==> config.mk <==
export PLATFORM = sky130hd
export DESIGN_NAME = score_keeper
export DESIGN_NICKNAME = d
export VERILOG_FILES = /design/src/rtl/score_keeper.sv
export SDC_FILE = /design/constraint.sdc
export NUM_CORES = 1
export LEC_CHECK = 0
export CAP_MARGIN = 10
export CORE_ASPECT_RATIO = 0.7
export CORE_MARGIN = 2
export CORE_UTILIZATION = 55
export CTS_CLUSTER_SIZE = 20
export DETAILED_ROUTE_END_ITERATION = 10
export HOLD_SLACK_MARGIN = 0.05
export PLACE_DENSITY = 0.79
export SLEW_MARGIN = 15
export SYNTH_ARGS = -nofsm -noshare
export SYNTH_HDL_FRONTEND = slang
export SYNTH_SLANG_ARGS = --single-unit
export TNS_END_PERCENT = 30
==> constraint.sdc <==
create_clock -name clk -period 7.41 [get_ports clk]
set_input_delay 1.482 -clock clk [delete_from_list [all_inputs] [get_ports clk]]
set_output_delay 1.482 -clock clk [all_outputs]
set_load 0.005 [all_outputs]
==> src/rtl/score_keeper.sv <==
// Line-clear scorer: converts line counts to BCD points and adds them digit-serially into a saturating 4-digit score.
// Optional SCORE_LEVEL_EN keeps a BCD lines total and derives level from its tens digit.
module score_keeper #(
    parameter logic [15:0] PTS_1 = 16'h0010,
    parameter logic [15:0] PTS_2 = 16'h0030,
    parameter logic [15:0] PTS_3 = 16'h0050,
    parameter logic [15:0] PTS_4 = 16'h0080
) (
    input  logic        clk,
    input  logic        rst_n,
    input  logic        clear_valid,
    input  logic [2:0]  clear_lines,
    output logic        clear_ready,
    input  logic        game_restart,
    output logic [15:0] score_out,
    output logic        score_updated,
    output logic        busy,
    output logic        saturated,
    output logic [3:0]  level
);

    // state | meaning
    // IDLE  | no add in flight, waiting for an event
    // ADD   | one BCD digit summed per clock, low digit first
    // DONE  | commit result, then chain into a pending event if any
    typedef enum logic [1:0] {IDLE, ADD, DONE} state_t;

    state_t      state, state_next;
    logic [15:0] acc, op;
    logic [1:0]  digit;
    logic        carry;
    logic        pending_valid, pending_valid_next;
    logic [2:0]  pending_lines, start_lines;
    logic        start, store_pending;
    logic        lines_legal, accept_legal;
    logic [4:0]  dsum;
    logic [15:0] commit_score;

    function automatic logic [4:0] bcd_add_digit(input logic [3:0] a, input logic [3:0] b,
                                                 input logic cin);
        logic [4:0] sum;
        logic [4:0] adj;
        sum = {1'b0, a} + {1'b0, b} + {4'b0000, cin};
        adj = sum - 5'd10;
        if (sum > 5'd9)
            return {1'b1, adj[3:0]};
        return sum;
    endfunction

    function automatic logic [15:0] pts_of(input logic [2:0] n);
        case (n)
            3'd1:    return PTS_1;
            3'd2:    return PTS_2;
            3'd3:    return PTS_3;
            3'd4:    return PTS_4;
            default: return 16'h0000;
        endcase
    endfunction

    // Illegal line counts still complete the handshake but are dropped here.
    assign lines_legal  = (clear_lines != 3'd0) && (clear_lines <= 3'd4);
    assign accept_legal = clear_valid && clear_ready && !game_restart && lines_legal;
    assign dsum         = bcd_add_digit(acc[3:0], op[3:0], carry);
    assign commit_score = carry ? 16'h9999 : acc;

    always_ff @(posedge clk or negedge rst_n) begin
        if (!rst_n)
            state <= IDLE;
        else
            state <= state_next;
    end

    always_comb begin
        state_next    = state;
        start         = 1'b0;
        start_lines   = clear_lines;
        store_pending = 1'b0;
        case (state)
            IDLE: begin
                if (accept_legal)
                    start = 1'b1;
            end
            ADD: begin
                if (digit == 2'd3)
                    state_next = DONE;
                if (accept_legal)
                    store_pending = 1'b1;
            end
            DONE: begin
                state_next = IDLE;
                if (pending_valid) begin
                    start       = 1'b1;
                    start_lines = pending_lines;
                end else if (accept_legal) begin
                    start = 1'b1;
                end
            end
            default: state_next = IDLE;
        endcase
        if (start)
            state_next = ADD;
        if (game_restart) begin
            state_next    = IDLE;
            start         = 1'b0;
            store_pending = 1'b0;
        end
    end

    assign pending_valid_next = !game_restart &&
                                (store_pending || (pending_valid && state != DONE));

    always_ff @(posedge clk or negedge rst_n) begin
        if (!rst_n) begin
            acc           <= 16'h0000;
            op            <= 16'h0000;
            digit         <= 2'd0;
            carry         <= 1'b0;
            score_out     <= 16'h0000;
            score_updated <= 1'b0;
            busy          <= 1'b0;
            saturated     <= 1'b0;
            pending_valid <= 1'b0;
            pending_lines <= 3'd0;
            clear_ready   <= 1'b1;
        end else if (game_restart) begin
            acc           <= 16'h0000;
            op            <= 16'h0000;
            digit         <= 2'd0;
            carry         <= 1'b0;
            score_out     <= 16'h0000;
            score_updated <= 1'b0;
            busy          <= 1'b0;
            saturated     <= 1'b0;
            pending_valid <= 1'b0;
            pending_lines <= 3'd0;
            clear_ready   <= 1'b1;
        end else begin
            // A chained add starts from the value being committed this edge.
            if (start) begin
                acc   <= (state == DONE) ? commit_score : score_out;
                op    <= pts_of(start_lines);
                digit <= 2'd0;
                carry <= 1'b0;
            end else if (state == ADD) begin
                acc   <= {dsum[3:0], acc[15:4]};
                op    <= {4'h0, op[15:4]};
                carry <= dsum[4];
                digit <= digit + 2'd1;
            end
            if (state == DONE) begin
                score_out <= commit_score;
                saturated <= saturated | carry;
            end
            score_updated <= (state == DONE);
            busy          <= (state_next != IDLE);
            pending_valid <= pending_valid_next;
            if (store_pending)
                pending_lines <= clear_lines;
            clear_ready <= !pending_valid_next;
        end
    end

`ifdef SCORE_LEVEL_EN
    logic [2:0] op_lines;
    logic [7:0] lines_total;
    logic [4:0] lt_lo, lt_hi;

    assign lt_lo = bcd_add_digit(lines_total[3:0], {1'b0, op_lines}, 1'b0);
    assign lt_hi = bcd_add_digit(lines_total[7:4], 4'h0, lt_lo[4]);

    always_ff @(posedge clk or negedge rst_n) begin
        if (!rst_n) begin
            op_lines    <= 3'd0;
            lines_total <= 8'h00;
        end else if (game_restart) begin
            op_lines    <= 3'd0;
            lines_total <= 8'h00;
        end else begin
            if (start)
                op_lines <= start_lines;
            if (state == DONE)
                lines_total <= lt_hi[4] ? 8'h99 : {lt_hi[3:0], lt_lo[3:0]};
        end
    end

    assign level = lines_total[7:4];
`else
    assign level = 4'h0;
`endif

endmodule

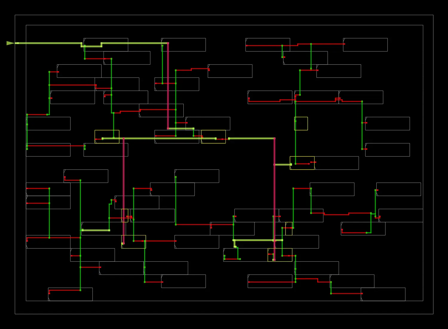
(the clock network)
FF+latch count: 53
Post-Route Skew: 0.0139 ns
Clock Sink Count: 53
clk_buf instances: 7

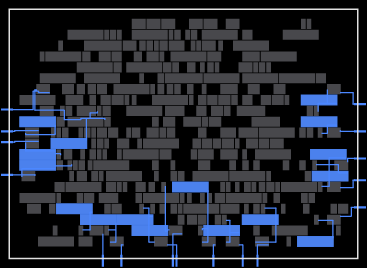
(port wiring)
Scale: 4 px per µm.
Blue is `score_out`, direction output, end cells 16, wire 292 µm.

==> flow_summary.rst <==
Synthesis and place-and-route
=============================

.. list-table::
   :header-rows: 1

   * - Metric
     - Value
   * - Sequential group power
     - 0.311 mW
   * - Met1 global-route usage
     - 0.367
   * - Most common cell after layout, fill and taps aside
     - sky130_fd_sc_hd__dfrtp_1
   * - Post-synth mux share
     - 0.0194
   * - First-pass GRT wire length
     - 9920 µm
   * - Post-Place Cell Area
     - 2880 µm²
   * - Static leakage
     - 1.31 nW
   * - Adder-cell area share of the yosys netlist
     - 0.0389
   * - Combinational logic power
     - 0.0728 mW
   * - Metal1 wirelength
     - 2980 µm
   * - Final non-filler cell total
     - 354
   * - Leading post-synthesis cells by instance count
     - sky130_fd_sc_hd__dfrtp_1, sky130_fd_sc_hd__nand2_1, sky130_fd_sc_hd__nor2_1
   * - PortBufs
     - 26
   * - Post-route setup TNS
     - 0 ns
   * - Regs by FF count
     - acc x16, score_out x16, op x8
   * - Max-cap violation count
     - 0
   * - Post-detailed-route DRC marker count
     - 0
   * - Largest stage delay on the critical path
     - 0.78 ns
   * - Maximum number of pins on one net before global-route repair
     - 54
   * - DIE HEIGHT
     - 61.9 µm
   * - Number of antenna violations at the first check in global routing
     - 0
   * - Category of the most critical setup path
     - in -> reg
   * - Register share after synthesis
     - 0.503
   * - Kind of path behind the tightest hold check
     - reg -> reg
   * - H-tree levels
     - 2
   * - Vias post-DR
     - 2136
   * - Sequential fraction of design power
     - 0.568
   * - Syn Std Cell Area
     - 2640 µm²
   * - Top non-seq family
     - simple AND/OR/NAND/NOR gates
   * - Final ANT Viol Nets
     - 0
   * - Top area contributor share
     - 0.493
   * - Net Switching
     - 0.154 mW
   * - Fraction of layout cells with a size suffix above 1
     - 0.0505
   * - CTS tree
     - yes
   * - Met3 wire length
     - 343 µm
   * - Number of buffers and inverters on the critical path
     - 1
   * - Library cell with the largest summed area after synthesis
     - sky130_fd_sc_hd__dfrtp_1
   * - Final Hold Viols
     - 0
   * - Unrepaired setup endpoints after global routing
     - false
   * - Grt met3 use
     - 0.0489
   * - Root Buffer
     - sky130_fd_sc_hd__clkbuf_8
   * - RR Endpoint
     - acc[14]$_DFFE_PN0P_
   * - Design Area, Final
     - 2960 µm²
   * - Routability Congestion
     - 0.835
   * - Internal cell power
     - 0.394 mW
   * - Aggregate routed wire length
     - 5990 µm
   * - Core occupancy in the finished layout
     - 0.630
   * - Total met2 wirelength after detailed routing
     - 2550 µm
   * - Top routing layer in use
     - met4
   * - Worst Path Max Fanout
     - 13
   * - Average wire per standard cell
     - 16.9 µm
   * - Dpl cells
     - 346
   * - Leading cell types in the layout, fill and taps excluded
     - sky130_fd_sc_hd__dfrtp_1, sky130_fd_sc_hd__nand2_1, sky130_fd_sc_hd__nor2_1
   * - Slew at the pin closest to its max-slew limit
     - 1.07 ns
   * - Area fraction in compound gates
     - 0.166
   * - Setup slack at placement
     - 3.71 ns
   * - Maximum count of clock buffers along a single path
     - 2
   * - P_clk
     - 0.164 mW
   * - Worst hold margin
     - 0.496 ns
   * - Global router's overall resource usage
     - 0.243
   * - Beginning of the critical path
     - clear_lines[0]
   * - Non-clock buffer contribution to total cell area
     - 0.0912
   * - Final count of pins violating max slew
     - 0
   * - Power density normalized to cell area
     - 185 nW/µm²
   * - Critical hold path startpoint
     - pending_valid$_DFF_PN0_
   * - CP Capture Type
     - register
   * - Status
     - finished, final reports clean
   * - Register share of the cell area
     - 0.448
   * - GR peak layer
     - met1
   * - Async set-reset flop share out of synthesis
     - 1.00
   * - Layout net count
     - 310
   * - Critical path data required time
     - 7.65 ns
   * - Most area-consuming cells after synthesis
     - sky130_fd_sc_hd__dfrtp_1, sky130_fd_sc_hd__nand2_1, sky130_fd_sc_hd__a21oi_1
   * - Post-detail-place hpwl
     - 3990 µm
No activity file was given, so power comes from the tool's default toggle rates.
